$ cat src/rtl/maf_pkg.sv
// Shared encodings, limits and FSM states for the FMA normalization scheduler.
// Optional counters in maf_norm_sched are enabled with MAF_NORM_STATS_EN.
package maf_pkg;

  localparam logic [2:0] MODE_WIDE0 = 3'b000;
  localparam logic [2:0] MODE_DUAL  = 3'b001;
  localparam logic [2:0] MODE_WIDE1 = 3'b010;

  localparam int WIDE_MAX_DEF = 55;
  localparam int LANE_MAX_DEF = 27;
  localparam int MAX_FIX_DEF  = 1;

  typedef enum logic [2:0] {
    IDLE,
    SHIFT,
    CHECK,
    FIX,
    DONE
  } state_t;

endpackage

$ cat src/rtl/maf_norm_amt.sv
// Maps mode and leading-one flags/positions to initial shift amounts.
// skip marks operations that need no shifter pass (invalid mode or all-zero).
module maf_norm_amt
  import maf_pkg::*;
(
  input  logic [2:0] cont,
  input  logic [1:0] v,
  input  logic [9:0] p,
  output logic [5:0] amt_hi,
  output logic [4:0] amt_lo,
  output logic [1:0] zero,
  output logic       skip
);

  always_comb begin
    amt_hi = '0;
    amt_lo = '0;
    zero   = 2'b11;
    skip   = 1'b1;
    unique case (1'b1)
      (cont == MODE_WIDE0) || (cont == MODE_WIDE1): begin
        amt_hi = v[1] ? {1'b0, p[9:5]} :
                 v[0] ? {1'b1, p[4:0]} : 6'd0;
        zero   = {~|v, 1'b0};
        skip   = ~|v;
      end
      cont == MODE_DUAL: begin
        amt_hi = {1'b0, p[9:5]};
        amt_lo = p[4:0];
        zero   = ~v;
        skip   = ~|v;
      end
      default: ;
    endcase
  end

endmodule

$ cat src/rtl/maf_norm_sched.sv
// Normalization step sequencer: shift, MSB check, one-bit LZA correction.
// Define MAF_NORM_STATS_EN to add the stat_ops/stat_fix counters.
module maf_norm_sched
  import maf_pkg::*;
#(
  parameter int WIDE_MAX = WIDE_MAX_DEF,
  parameter int LANE_MAX = LANE_MAX_DEF,
  parameter int MAX_FIX  = MAX_FIX_DEF
) (
  input  logic       clk,
  input  logic       rst_n,
  input  logic       in_valid,
  output logic       in_ready,
  input  logic [2:0] in_cont,
  input  logic [1:0] in_v,
  input  logic [9:0] in_p,
  output logic       sh_valid,
  input  logic       sh_ready,
  output logic [5:0] sh_amt_hi,
  output logic [4:0] sh_amt_lo,
  input  logic       msb_valid,
  input  logic [1:0] msb,
  output logic       out_valid,
  input  logic       out_ready,
  output logic [5:0] out_amt_hi,
  output logic [4:0] out_amt_lo,
  output logic [1:0] out_zero,
  output logic       out_err
`ifdef MAF_NORM_STATS_EN
  ,
  output logic [15:0] stat_ops,
  output logic [15:0] stat_fix
`endif
);

  state_t      state_q, state_d;
  logic        armed_q;
  logic [2:0]  cont_q;
  logic [5:0]  hi_q;
  logic [4:0]  lo_q;
  logic [1:0]  zero_q;
  logic        err_q;
  logic [1:0]  fix_q;
  logic [1:0]  need_q;

  logic [5:0]  dec_hi;
  logic [4:0]  dec_lo;
  logic [1:0]  dec_zero;
  logic        dec_skip;

  logic        acc;
  logic        dual;
  logic        fix_ok;
  logic [1:0]  need_d;
  logic [6:0]  hi_inc;
  logic [5:0]  lo_inc;
  logic        hi_ovf;
  logic        lo_ovf;

  maf_norm_amt u_amt (
    .cont   (in_cont),
    .v      (in_v),
    .p      (in_p),
    .amt_hi (dec_hi),
    .amt_lo (dec_lo),
    .zero   (dec_zero),
    .skip   (dec_skip)
  );

  assign acc    = in_valid && in_ready;
  assign dual   = (cont_q == MODE_DUAL);
  assign fix_ok = (fix_q < 2'(MAX_FIX));
  assign need_d = {~zero_q[1] & ~msb[1],
                   dual & ~zero_q[0] & ~msb[0]}
                  & {2{fix_ok}};
  assign hi_inc = {1'b0, hi_q} + 7'd1;
  assign lo_inc = {1'b0, lo_q} + 6'd1;
  assign hi_ovf = dual ? (hi_inc > 7'(LANE_MAX))
                       : (hi_inc > 7'(WIDE_MAX));
  assign lo_ovf = (lo_inc > 6'(LANE_MAX));

  assign sh_amt_hi  = hi_q;
  assign sh_amt_lo  = lo_q;
  assign out_amt_hi = hi_q;
  assign out_amt_lo = lo_q;
  assign out_zero   = zero_q;
  assign out_err    = err_q;

  always_ff @(posedge clk or negedge rst_n) begin
    if (!rst_n) begin
      state_q <= IDLE;
      armed_q <= 1'b0;
    end else begin
      state_q <= state_d;
      armed_q <= 1'b1;
    end
  end

  always_comb begin
    state_d   = state_q;
    in_ready  = 1'b0;
    sh_valid  = 1'b0;
    out_valid = 1'b0;
    unique case (state_q)
      IDLE: begin
        in_ready = armed_q;
        if (acc) state_d = dec_skip ? DONE : SHIFT;
      end
      SHIFT: begin
        sh_valid = 1'b1;
        if (sh_ready) state_d = CHECK;
      end
      CHECK: begin
        if (msb_valid) state_d = (|need_d) ? FIX : DONE;
      end
      FIX: state_d = SHIFT;
      DONE: begin
        out_valid = 1'b1;
        if (out_ready) state_d = IDLE;
      end
      default: state_d = IDLE;
    endcase
  end

  always_ff @(posedge clk or negedge rst_n) begin
    if (!rst_n) begin
      cont_q <= '0;
      hi_q   <= '0;
      lo_q   <= '0;
      zero_q <= '0;
      err_q  <= 1'b0;
      fix_q  <= '0;
      need_q <= '0;
    end else begin
      if (acc) begin
        cont_q <= in_cont;
        hi_q   <= dec_hi;
        lo_q   <= dec_lo;
        zero_q <= dec_zero;
        err_q  <= 1'b0;
        fix_q  <= '0;
      end
      if (state_q == CHECK && msb_valid) need_q <= need_d;
      // at the limit the amount is held and the miss is reported
      if (state_q == FIX) begin
        fix_q <= fix_q + 2'd1;
        if (need_q[1]) begin
          if (hi_ovf) err_q <= 1'b1;
          else        hi_q  <= hi_inc[5:0];
        end
        if (need_q[0]) begin
          if (lo_ovf) err_q <= 1'b1;
          else        lo_q  <= lo_inc[4:0];
        end
      end
    end
  end

`ifdef MAF_NORM_STATS_EN
  always_ff @(posedge clk or negedge rst_n) begin
    if (!rst_n) begin
      stat_ops <= '0;
      stat_fix <= '0;
    end else begin
      if (out_valid && out_ready) stat_ops <= stat_ops + 16'd1;
      if (state_q == FIX)         stat_fix <= stat_fix + 16'd1;
    end
  end
`endif

endmodule

$ cat config.mk
export PLATFORM = sky130hd
export DESIGN_NAME = maf_norm_sched
export DESIGN_NICKNAME = d
export VERILOG_FILES = /design/src/rtl/maf_pkg.sv /design/src/rtl/maf_norm_amt.sv /design/src/rtl/maf_norm_sched.sv
export SDC_FILE = /design/constraint.sdc
export NUM_CORES = 1
export LEC_CHECK = 0
export CAP_MARGIN = 20
export CORE_MARGIN = 2
export CORE_UTILIZATION = 35
export CTS_BUF_LIST = sky130_fd_sc_hd__clkbuf_16
export DETAILED_ROUTE_END_ITERATION = 8
export SLEW_MARGIN = 10
export SYNTH_ARGS = -nofsm -noshare
export SYNTH_HDL_FRONTEND = slang
export SYNTH_HIERARCHICAL = 1
export SYNTH_SLANG_ARGS = --single-unit
$ cat constraint.sdc
create_clock -name clk -period 2 [get_ports clk]
set_input_delay 0.5 -clock clk [delete_from_list [all_inputs] [get_ports clk]]
set_output_delay 0.5 -clock clk [all_outputs]
set_load 0.005 [all_outputs]
### Placed cells, one color a class, run 1

(4 px per um)
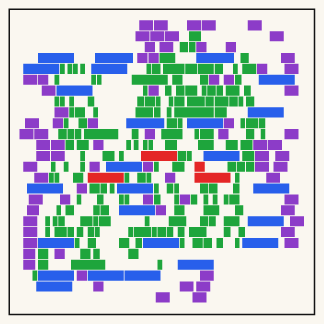
[red] clock drivers and dummy loads | cells: 4
[green] all other logic | cells: 174
[purple] other buffers and delay cells | cells: 77
[blue] flip-flops | cells: 25
Final Util: 51.7%
Seq/total area: 24.1%
Placeable Area: 5040 um^2
Final Instance Area: 2610 um^2
num rows: 26

### M3 wires, run 1

(4 px per um) Cells faint in the background.
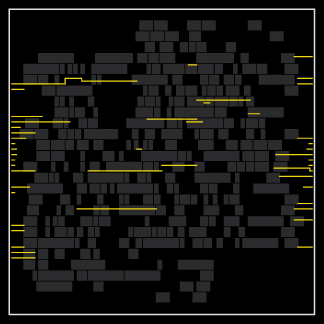
longest straight run: 19.8 um
wire length on this layer: 253 um
share of all routed wire: 5.5%
nets with wire on the layer: 41
Routed WL: 4600 um
M3 GR Usage: 3.57%
vias: 1724

==> notes.md, run 1 <==
impl run done, here's what came out: status=complete, but fails checks, failing checks=setup timing, class of the worst hold path=reg2reg, Final HPWL DP=3350 um, drt first pass iters=5, layout cells sized above 1=18.2%, Post-synth ARST share=100%, DR vias/cell=4.93, combinational share of power=about half, sequential share of the synthesized area=34.6%, post-synth design cell area=~1800 um^2, Area Overhead vs Synth=44.0%, ANT cells=0, Final Max Tran Viols=0, placed inst area=2460 um^2, Clock Tree Root=clkbuf_16, RD Place Congestion=roughly 0.80, number of global-route vias before repair=1733, # hold bufs at CTS=0, Int Pwr=1660 uW, switch share=36.0%, Most common reg cell=dfrtp_1, crit path DRT=2.13 ns, fmax=slightly below 500 MHz, clk_lat worst skew=0.26 ns, Setup WS post-layout=-0.0714 ns, Pwr Density=997 nW/um^2, synth warn=6, area share, top type=34.6%, number of enable flip-flop cells=0, filler instances=497, Yosys Instances=217, max cap viols=0, final count of hold timing violations=0, PortBufs=50, Synth area leaders=dfrtp_1 35%, nand2_1 8.5%, buf_4 4.6%, DR WL/cell=13.1 um, yosys stat area=1810 um^2, fp util=35.9%, sequential power share=33.5%, clock-pin slew on the worst setup and hold paths=0.07 ns, Post-synth top cells=41 x nand2_1, 25 x dfrtp_1, 14 x a21oi_1, GRT Overall Usage=17.0%, number of I/O pins=51, final period utilization=104%, top-count cell post-synth=nand2_1, clk buf depth=2, final setup vio count=5, Die Area=between 5000 and 6000 um^2, CTS buffer count=3, Floorplan Nets=245, synthesized area per cell=8.34 um^2, crit end category=flop, Clock power frac=between 10% and 20%, initial antenna violation count=0, element type at the critical path start=flop, crit path kind=reg2reg, Log Warnings=31, Psw=934 uW, setup_tns=-0.153 ns, leakage=0.00118 uW, clk sinks=25, CTS tree=yes, Die H=75.9 um, flops out of synthesis=25, drc violations=0, Final min period=2.07 ns, first-pass GRT wire length=8120 um, CP max FO=8, Routed Antenna Nets=0, Critical Path AT=2.20 ns, CTS H-tree lvls=1, Iter 0 DRT Violations=109, dpl ws=-0.0653 ns, die extent in x=75.9 um, cell taking the most area after synthesis=dfrtp_1
### Routed clock nets over the placement, run 1

(6 px per um)
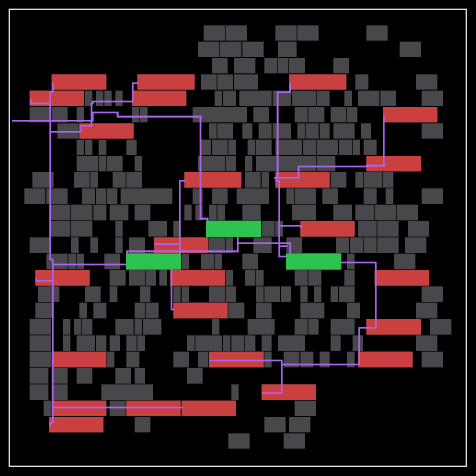
[red] flip-flops | count: 25
[green] cells driving clock nets | count: 3
[purple] clock wires | length: 378 um
routed clock nets: 4
flops lie: spread over the die
power in the clock group: 467 uW
clock skew: 0.00375 ns

### Wires at chosen ports, followed through buffers, run 1

(6 px per um)
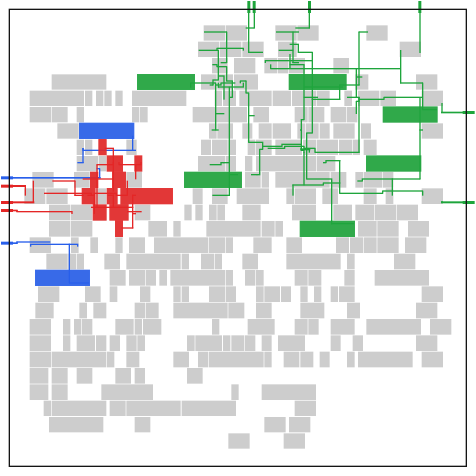
[blue] `out_zero` | direction: output | edge: left | end cells: 2 | buffers: 2 | wire: 55.8 um
[red] `in_cont` | direction: input | edge: left | end cells: 11 | buffers: 6 | wire: 101 um
[green] `out_amt_hi` | direction: output | edge: 4 top, 2 right | end cells: 6 | buffers: 11 | wire: 418 um

==> run 1: worst paths after layout <==
path                                         startpoint                 endpoint  slack (ns)  cells past startpoint
worst max-delay path            out_amt_hi[2]$_DFF_PN0_  out_amt_hi[0]$_DFF_PN0_       -0.07                      8
worst min-delay path              need_q[1]$_DFFE_PN0P_    need_q[1]$_DFFE_PN0P_        0.48                      2
worst max register to register  out_amt_hi[2]$_DFF_PN0_  out_amt_hi[0]$_DFF_PN0_       -0.07                      8
worst min register to register    need_q[1]$_DFFE_PN0P_    need_q[1]$_DFFE_PN0P_        0.48                      2
max in group asynchronous                         rst_n  out_amt_hi[1]$_DFF_PN0_        1.11                      2
min in group asynchronous                         rst_n  out_amt_hi[2]$_DFF_PN0_        0.60                      2
==> run 1: placed cells by master, fill, tap and decap left out, types with 5 or more instances in the layout <==
cell type and count:
nand2_1 40, clkdlybuf4s50_1 47, nor3_1 5, a22o_1 5
and2_1 8, buf_4 27, a21oi_1 13, dfrtp_1 22
o21ai_0 8, inv_1 12, nor2_1 12
==> run 1: per-layer routing <==
layer	vias up	track usage, %	share of wire (%)
met5	-	0	0
met4	0	4.00	0.67
met3	4	3.57	5.5
met2	53	26.3	43
met1	786	24.2	51
li1	881	-	-
==> run 1: sequential cells by signal, summed over array words and instances (netlist names) <==
register / cells
cont_q: 3
out_amt_lo: 5
out_err: 1
state_q: 3
fix_q: 2
need_q: 2
out_zero: 2
out_amt_hi: 6
armed_q: 1
==> run 1: what timing repair did <==
action / CTS / global route
hold endpoints to repair: 0 / 0
cloned: 1 / 0
resized: 6 / 3
setup endpoints to repair: 7 / 5
pin swaps: 5 / 1
setup buffers: 2 / 1
==> run 1: power groups by stage <==
stage | sequential (uW) | combinational (uW) | clock (uW)
after CTS | 870 | 1250 | 476
after floorplan | 843 | 655 | 0
after global placement | 872 | 1200 | 0
after detailed placement | 873 | 1200 | 0
final | 870 | 1260 | 467
after global routing | 907 | 1390 | 506
==> run 1: worst max-delay path: stages, from the launching register on <==
cell       delay [ns]
dfrtp_2          0.45
and3_4           0.21
and3_1           0.19
mux2i_1          0.26
o2111ai_2        0.21
a21o_4           0.29
buf_4            0.14
nand3_1          0.07
o211ai_1         0.10
==> run 1: metrics by stage <==
step | hold WS, ns | total power, uW
2_1_floorplan | 0.204 | 1500
3_3_place_gp | 0.460 | 2070
3_5_place_dp | 0.461 | 2080
4_1_cts | 0.485 | 2590
5_1_grt | 0.521 | 2800
6_report | 0.479 | 2600
==> run 1: area by class of cell <==
class	instances	area, um^2	share of cell area, %
Sequential cell	25	629	24.1
Clock inverter	1	7.51	0.288
Timing Repair Buffer	77	699	26.8
Inverter	12	45.0	1.73
Clock buffer	3	75.1	2.88
Tap cell	70	87.6	3.36
Multi-Input combinational cell	162	1060	40.8
==> run 1: logic make-up after synthesis <==
kind of cell             after synthesis  synth area share (%)
AND-OR/OR-AND                         56                  22.3
adder cells (fa/ha/maj)                5                  3.46
multiplexers                           5                  2.83
AND/OR/NAND/NOR                       94                  26.7
other                                  1                 0.207
flip-flops                            25                  34.6
buffers and inverters                 31                  9.88
==> run 1 -> run 2 <==
- GPL_TIMING_DRIVEN: unset -> 0
### Wires at chosen ports, followed through buffers, run 2

(6 px per um)
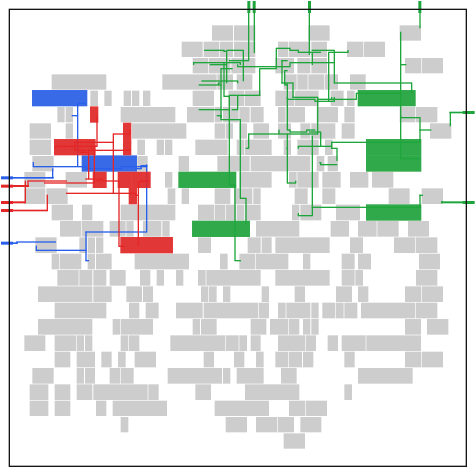
[green] `out_amt_hi` | direction: output | edge: 4 top, 2 right | end cells: 6 | buffers: 9 | wire: 418 um
[red] `in_cont` | direction: input | edge: left | end cells: 11 | buffers: 3 | wire: 132 um
[blue] `out_zero` | direction: output | edge: left | end cells: 2 | buffers: 2 | wire: 86.6 um

==> run 2 against run 1 <==
Compared with the run above:
- the flow still finishes with violations (setup timing)
- fmax is 3.4% lower
- design area is 1.4% higher
- total power is 3.8% higher
- area after synthesis stayed put
- global-route usage is 0.34 points higher
- critical path type unchanged
==> notes.md, run 2 <==
impl run done, here's what came out: Synth area leaders=dfrtp_1 35%, nand2_1 8.5%, buf_4 4.6%, PortBufs=50, Final Max Tran Viols=0, Placeable Area=roughly 5000 um^2, element type at the critical path start=flop, flops out of synthesis=25, Final Util=52.4%, Area Overhead vs Synth=46.0%, crit path cell chain=ha_4 > nand2_2 > mux2_2 > o31a_1 > o2111ai_2 > a21o_4 > buf_12 > mux2i_1 > a21oi_1, crit path DRT=2.14 ns, Most common reg cell=dfrtp_1, GRT Overall Usage=17.3%, CP max FO=8, Log Warnings=31, critical path's slowest cell=dfrtp_2, Final Instance Area=2640 um^2, max cap viols=0, leakage=0.00119 uW, Final HPWL DP=3440 um, cell taking the most area after synthesis=dfrtp_1, Die H=75.9 um, Top cells excl fill/tap=47 x clkdlybuf4s50_1, 39 x nand2_1, 23 x buf_4, fmax=between 400 and 500 MHz, Critical Path Max Stage Delay=~0.45 ns, CTS H-tree lvls=1, top-count cell post-synth=nand2_1, number of global-route vias before repair=1681, final period utilization=107%, final setup vio count=6, status=complete, but fails checks, Pwr Density=1020 nW/um^2, Crit. Startpoint=out_amt_hi[1]$_DFF_PN0_, Critical Path AT=2.29 ns, clock-pin slew on the worst setup and hold paths=0.07 ns, class of the worst hold path=reg2reg, die extent in x=75.9 um, layout cells sized above 1=20.3%, synth warn=6, Post-synth ARST share=100%, Post-synth top cells=41 x nand2_1, 25 x dfrtp_1, 14 x a21oi_1, sequential power share=32.9%, Int Pwr=1740 uW, worst hold slack=0.470 ns, Yosys Instances=217, RD Place Congestion=a little over 0.8, Routed WL=4790 um, Clock Tree Root=clkbuf_16, crit path kind=reg2reg, filler instances=493, post-synth design cell area=1810 um^2, max FFs per register=6, Final min period=2.14 ns, final count of hold timing violations=0, yosys stat area=1810 um^2, placed inst area=2430 um^2, clk_lat worst skew=0.26 ns, combinational share of power=50.2%, DR vias/cell=a little over 5, crit end category=flop, clk buf depth=2, clk sinks=25, clock skew=0.00568 ns, # hold bufs at CTS=0, setup_tns=-0.691 ns, hold_sp=need_q[1]$_DFFE_PN0P_, Iter 0 DRT Violations=161, DR WL/cell=13.6 um, number of I/O pins=51, synthesized area per cell=8.34 um^2, Psw=958 uW, area share, top type=34.6%, crit-path leading delay family=AND-OR/OR-AND gates, switch share=35.5%, comb. cell area=1070 um^2, initial antenna violation count=0, sequential share of the synthesized area=34.6%, failing checks=setup timing, ANT cells=0, Setup WS post-layout=-0.143 ns, Reg area=629 um^2, num rows=26, Top cell excl fill/tap=clkdlybuf4s50_1, number of enable flip-flop cells=0
### Placed cells, one color a class, run 2

(4 px per um)
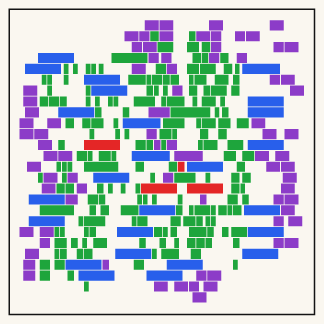
[purple] other buffers and delay cells | cells: 79
[green] all other logic | cells: 173
[red] clock drivers and dummy loads | cells: 4
[blue] flip-flops | cells: 25

## run 2: cell counts after synthesis
Identical to the previous run, type by type.
## run 2: layout make-up
class | instances | share of cell area (%)
clock inverter | 1 | 0.189
inverter | 12 | 1.70
sequential | 25 | 23.8
tap | 70 | 3.31
clock buffer | 3 | 2.84
timing repair buffer | 62 | 22.5
multi-input combinational | 161 | 40.7
buffer | 17 | 5.02
## run 2: timing repair
item | 4_1_cts | 5_1_grt
buffers inserted | 9 | 2
gates cloned | 0 | 0
pin swaps | 2 | 1
gates resized | 7 | 12
endpoints found under the setup margin | 12 | 18
## run 2: power by group through the flow
stage	Combinational [uW]	Sequential (uW)	Clock, uW
2_1_floorplan	655	843	0
3_3_place_gp	1210	886	0
3_5_place_dp	1220	888	0
4_1_cts	1290	884	462
5_1_grt	1500	926	483
6_report	1360	888	455
## run 2: worst register-to-register path, delay by kind of cell (launching register included)
kind,cells,cell delay [ns]
muxes,2,0.42
buffers and inverters,1,0.12
and+or+nand+nor,1,0.06
DFF,1,0.45
AOI/OAI and AO/OA,4,0.77
adders and majority gates,1,0.20
## run 2: final timing paths
| kind | cells past startpoint | slack, ns | end |
|---|---|---|---|
| setup / recovery | 9 | -0.14 | out_amt_hi[2]$_DFF_PN0_ |
| hold / removal | 2 | 0.47 | need_q[1]$_DFFE_PN0P_ |
| setup reg to reg | 9 | -0.14 | out_amt_hi[2]$_DFF_PN0_ |
| hold reg to reg | 2 | 0.47 | need_q[1]$_DFFE_PN0P_ |
| max in group asynchronous | 2 | 0.95 | out_amt_hi[2]$_DFF_PN0_ |
| min in group asynchronous | 1 | 0.55 | out_zero[0]$_DFFE_PN0P_ |
## run 2: logic make-up (layout without fill, tap and decap cells)
family          Yosys count  after routing  synth area share, %
mux                       5              5                 2.83
compound gates           56             56                 22.3
flops                    25             25                 34.6
other cells               1              1                0.207
buf+inv                  31             95                 9.88
fa+ha+maj                 5              5                 3.46
simple gates             94             94                 26.7
## run 2: routing by layer
metal,share of wire (%),track usage (%)
met1,49,25.1
met2,46,26.9
met3,4.3,3.69
met4,0.71,3.27
met5,0,0
## run 2: per-stage QoR
step / std cells / power [uW] / setup slack [ns]
floorplan: 217 / 1500 / 0.000248
global placement: 337 / 2100 / -0.207
detailed placement: 338 / 2110 / -0.219
CTS: 349 / 2640 / -0.108
global route: 351 / 2910 / -0.276
finish: 351 / 2700 / -0.143
Power is estimated from default activity; no workload was simulated.
